$ cat src/rtl/hazard_scoreboard_pkg.sv
// ============================================================================
// Module : hazard_scoreboard_pkg
// Brief  : Shared hazard-tag encodings (forward selects, Tuse/Tnew constants)
//          and match helpers for the pipeline hazard scoreboard.
// Rev    : 1.0  initial release
// ============================================================================
`default_nettype none

package hazard_scoreboard_pkg;

  // Forwarding-mux select encodings
  localparam logic [1:0] FWD_GRF   = 2'd0;
  localparam logic [1:0] FWD_E     = 2'd1;
  localparam logic [1:0] FWD_M     = 2'd2;
  localparam logic [1:0] FWD_W     = 2'd3;

  localparam logic [1:0] TUSE_NONE = 2'b11;

  // Tnew as seen when the producer sits in the E stage
  localparam logic [1:0] TNEW_ALU  = 2'd1;
  localparam logic [1:0] TNEW_LOAD = 2'd2;
  localparam logic [1:0] TNEW_LINK = 2'd0;
  localparam logic [1:0] TNEW_IMM  = 2'd0;

  typedef struct packed {
    logic       we;
    logic [4:0] dst;
    logic [1:0] tnew;
  } hz_tag_t;

  // $0 is hard-wired, so it never matches a producer
  function automatic logic tag_hit(input hz_tag_t tag, input logic [4:0] src);
    return tag.we && (tag.dst == src) && (src != 5'd0);
  endfunction

  function automatic logic tag_stall(input hz_tag_t tag, input logic [4:0] src,
                                     input logic [1:0] tuse);
    return tag_hit(tag, src) && (tuse != TUSE_NONE) && (tuse < tag.tnew);
  endfunction

endpackage

`default_nettype wire

$ cat src/rtl/hazard_scoreboard_md_busy_counter.sv
// ============================================================================
// Module : md_busy_counter
// Brief  : Multiply/divide busy countdown; busy while starting or counting.
// Rev    : 1.0  initial release
// ============================================================================
`default_nettype none

module md_busy_counter #(
  parameter int MULT_CYCLES = 5,
  parameter int DIV_CYCLES  = 10,
  parameter int CNT_W       = 4
) (
  input  logic clk,
  input  logic reset,
  input  logic start,
  input  logic is_div,
  output logic busy
);

  localparam logic [CNT_W-1:0] C_MULT_LOAD = CNT_W'(MULT_CYCLES);
  localparam logic [CNT_W-1:0] C_DIV_LOAD  = CNT_W'(DIV_CYCLES);

  logic [CNT_W-1:0] r_cnt;

  always_ff @(posedge clk) begin
    if (reset) begin
      r_cnt <= '0;
    end else if (start) begin
      r_cnt <= is_div ? C_DIV_LOAD : C_MULT_LOAD;
    end else if (r_cnt != '0) begin
      r_cnt <= r_cnt - 1'b1;
    end
  end

  assign busy = !reset && (start || (r_cnt != '0));

endmodule

`default_nettype wire

$ cat src/rtl/hazard_scoreboard.sv
// ============================================================================
// Module : hazard_scoreboard
// Brief  : D/E-stage hazard detection: stall, forward selects, md busy hold.
//          Optional perf counters enabled by HAZARD_PERF_CNT_EN.
// Rev    : 1.0  initial release
// ============================================================================
`default_nettype none

module hazard_scoreboard
  import hazard_scoreboard_pkg::*;
#(
  parameter int MULT_CYCLES = 5,
  parameter int DIV_CYCLES  = 10,
  parameter int CNT_W       = 4
) (
  input  logic        clk,
  input  logic        reset,
  input  logic [4:0]  rsD,
  input  logic [4:0]  rtD,
  input  logic [1:0]  TuseRsD,
  input  logic [1:0]  TuseRtD,
  input  logic        mdUseD,
  input  logic [4:0]  rsE,
  input  logic [4:0]  rtE,
  input  logic        RegWriteE,
  input  logic        RegWriteM,
  input  logic        RegWriteW,
  input  logic [4:0]  WriteRegE,
  input  logic [4:0]  WriteRegM,
  input  logic [4:0]  WriteRegW,
  input  logic [1:0]  TnewE,
  input  logic [1:0]  TnewM,
  input  logic [1:0]  TnewW,
  input  logic        mdStartE,
  input  logic        mdIsDivE,
  output logic        stall,
  output logic [1:0]  fwdRsD,
  output logic [1:0]  fwdRtD,
  output logic [1:0]  fwdRsE,
  output logic [1:0]  fwdRtE,
  output logic        mdBusy
`ifdef HAZARD_PERF_CNT_EN
  ,
  output logic [31:0] stallCount,
  output logic [31:0] mdStallCount
`endif
);

  hz_tag_t w_tag_e, w_tag_m, w_tag_w;
  assign w_tag_e = '{we: RegWriteE, dst: WriteRegE, tnew: TnewE};
  assign w_tag_m = '{we: RegWriteM, dst: WriteRegM, tnew: TnewM};
  assign w_tag_w = '{we: RegWriteW, dst: WriteRegW, tnew: TnewW};

  logic w_md_busy;

  md_busy_counter #(
    .MULT_CYCLES (MULT_CYCLES),
    .DIV_CYCLES  (DIV_CYCLES),
    .CNT_W       (CNT_W)
  ) u_md_busy_counter (
    .clk    (clk),
    .reset  (reset),
    .start  (mdStartE),
    .is_div (mdIsDivE),
    .busy   (w_md_busy)
  );

  // W never stalls: its result is already at the register file
  logic w_md_stall;
  logic w_stall;
  assign w_md_stall = mdUseD && w_md_busy;
  assign w_stall    = tag_stall(w_tag_e, rsD, TuseRsD) || tag_stall(w_tag_m, rsD, TuseRsD)
                   || tag_stall(w_tag_e, rtD, TuseRtD) || tag_stall(w_tag_m, rtD, TuseRtD)
                   || w_md_stall;

  // A not-yet-ready nearer producer blocks older ones; the stall covers that case
  logic [1:0] w_fwd_rs_d, w_fwd_rt_d, w_fwd_rs_e, w_fwd_rt_e;
  assign w_fwd_rs_d = tag_hit(w_tag_e, rsD) ? ((TnewE == 2'd0) ? FWD_E : FWD_GRF)
                    : tag_hit(w_tag_m, rsD) ? ((TnewM == 2'd0) ? FWD_M : FWD_GRF)
                    : (tag_hit(w_tag_w, rsD) && (TnewW == 2'd0)) ? FWD_W : FWD_GRF;
  assign w_fwd_rt_d = tag_hit(w_tag_e, rtD) ? ((TnewE == 2'd0) ? FWD_E : FWD_GRF)
                    : tag_hit(w_tag_m, rtD) ? ((TnewM == 2'd0) ? FWD_M : FWD_GRF)
                    : (tag_hit(w_tag_w, rtD) && (TnewW == 2'd0)) ? FWD_W : FWD_GRF;
  assign w_fwd_rs_e = tag_hit(w_tag_m, rsE) ? ((TnewM == 2'd0) ? FWD_M : FWD_GRF)
                    : (tag_hit(w_tag_w, rsE) && (TnewW == 2'd0)) ? FWD_W : FWD_GRF;
  assign w_fwd_rt_e = tag_hit(w_tag_m, rtE) ? ((TnewM == 2'd0) ? FWD_M : FWD_GRF)
                    : (tag_hit(w_tag_w, rtE) && (TnewW == 2'd0)) ? FWD_W : FWD_GRF;

  assign stall  = !reset && w_stall;
  assign mdBusy = w_md_busy;
  assign fwdRsD = reset ? FWD_GRF : w_fwd_rs_d;
  assign fwdRtD = reset ? FWD_GRF : w_fwd_rt_d;
  assign fwdRsE = reset ? FWD_GRF : w_fwd_rs_e;
  assign fwdRtE = reset ? FWD_GRF : w_fwd_rt_e;

`ifdef HAZARD_PERF_CNT_EN
  logic [31:0] r_stall_count;
  logic [31:0] r_md_stall_count;

  always_ff @(posedge clk) begin
    if (reset) begin
      r_stall_count    <= '0;
      r_md_stall_count <= '0;
    end else begin
      if (stall)      r_stall_count    <= r_stall_count + 32'd1;
      if (w_md_stall) r_md_stall_count <= r_md_stall_count + 32'd1;
    end
  end

  assign stallCount   = r_stall_count;
  assign mdStallCount = r_md_stall_count;
`endif

endmodule

`default_nettype wire

$ cat config.mk
export PLATFORM = sky130hd
export DESIGN_NAME = hazard_scoreboard
export DESIGN_NICKNAME = d
export VERILOG_FILES = /design/src/rtl/hazard_scoreboard_pkg.sv /design/src/rtl/hazard_scoreboard_md_busy_counter.sv /design/src/rtl/hazard_scoreboard.sv
export SDC_FILE = /design/constraint.sdc
export NUM_CORES = 1
export LEC_CHECK = 0
export CAP_MARGIN = 30
export CELL_PAD_IN_SITES_DETAIL_PLACEMENT = 1
export CELL_PAD_IN_SITES_GLOBAL_PLACEMENT = 1
export CORE_MARGIN = 5
export CORE_UTILIZATION = 27
export CTS_CLUSTER_DIAMETER = 80
export DETAILED_ROUTE_END_ITERATION = 6
export PLACE_DENSITY_LB_ADDON = 0.15
export SYNTH_ARGS = -nofsm -noshare
export SYNTH_HDL_FRONTEND = slang
export SYNTH_SLANG_ARGS = --single-unit
$ cat constraint.sdc
create_clock -name clk -period 2.7 [get_ports clk]
set_clock_uncertainty 0.05 [all_clocks]
set_input_delay 0.54 -clock clk [delete_from_list [all_inputs] [get_ports clk]]
set_output_delay 0.54 -clock clk [all_outputs]
set_load 0.005 [all_outputs]
A small window of the routed layout:
Region (45, 7) to (70, 32) um. Cells in gray, sequential cells in the stronger gray; small squares are vias.
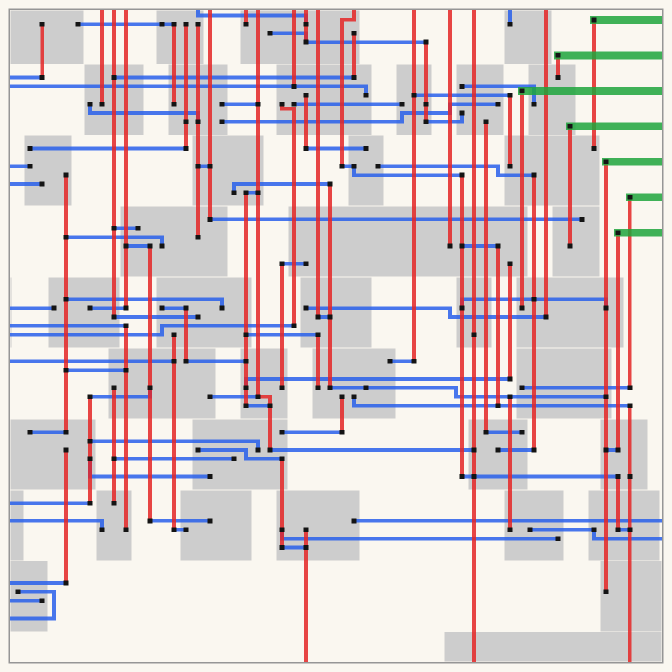
legend:
  met3:
    color: green
  met1:
    color: blue
  met2:
    color: red
cells with their middle in the window: 36
most frequent: buf_4 (4), buf_2 (3)
sequential cells in the window: 0

PDN straps and rails:
Scale bar: 20 um. Pins as bars on the die edge. Tap cells in gray.
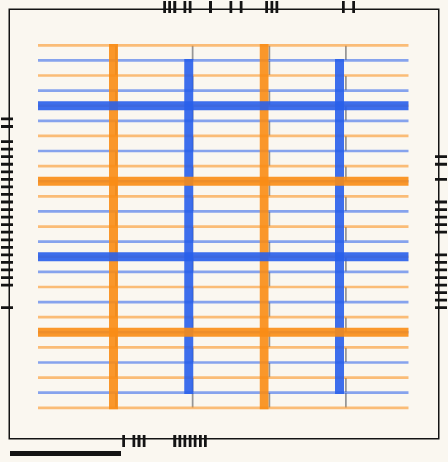
legend:
  VDD:
    color: blue
  VSS:
    color: orange
tap cells: 52
met4 straps: 4
met5 straps: 4
rows: 24

==> flow_summary.ini <==
; synthesis and place-and-route metrics
[route]
met1_length_mm = 2.26
initialDrtViolationCount = 38
drt-total-wl_mm = 5.40
vias_per_cell = 4.86

[clock_tree]
clk_latency_ps = 220
cts_buffers = 3
root_buffer = clkbuf_8
cts_tree = built

[placed_design]
dpl_worst_slack_ps = -757

[setup_path]
worstSetupEndpointType = output pin
slowest_stage = or4b_1
crit_chain = clkdlybuf4s15_2 > inv_2 > ha_4 > a21oi_2 > or4b_1 > a22o_1 > a41oi_2 > buf_2
critPathBufInv = 3

[timing]
hold_violations = 0
clock.fmax_mhz = 377
finalMaxSlewViolations = 0

[cells_and_area]
fin_cells = 323
sh_comb_area_pct = 54.8
inv_count = 7
largest_register_ffs = 4
nets = 332
top_register = u_md_busy_counter.r_cnt

[grt]
grt_overflow = 0
grt_pass1_vias = 1823

[yosys]
netlist_logic_family_top = XOR/XNOR gates
ys_sh_aoi_pct = 10.6
synth_cells = 160
synth-area-yosys_um2 = 1210
yosysUniqueCellTypes = 40
synthMuxAreaShare_pct = 1.65
ys_sh_adder_pct = 6.18
largest_area_cell = xnor2_1

[job]
warning_count = 29

[power_and_ir_drop]
powerDensity_nw_per_um2 = 231
combPwrFrac_pct = 63.0

[die]
num_tap_cells = 52

[status]
outcome = completed
Routing congestion:
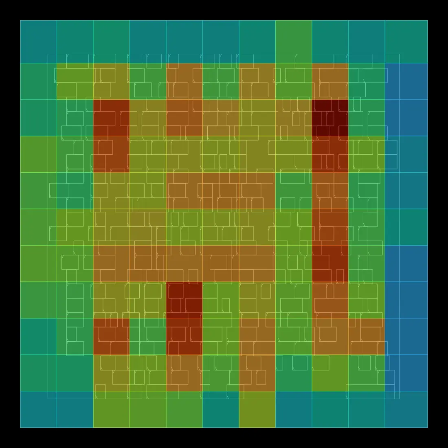
met1 GRT Util: 20.7%
Layout Utilization: 53.9%
GRT Total Usage: 17.8%
GR Layer Usage met2: 32.8%
met3 Use GR: 4.10%

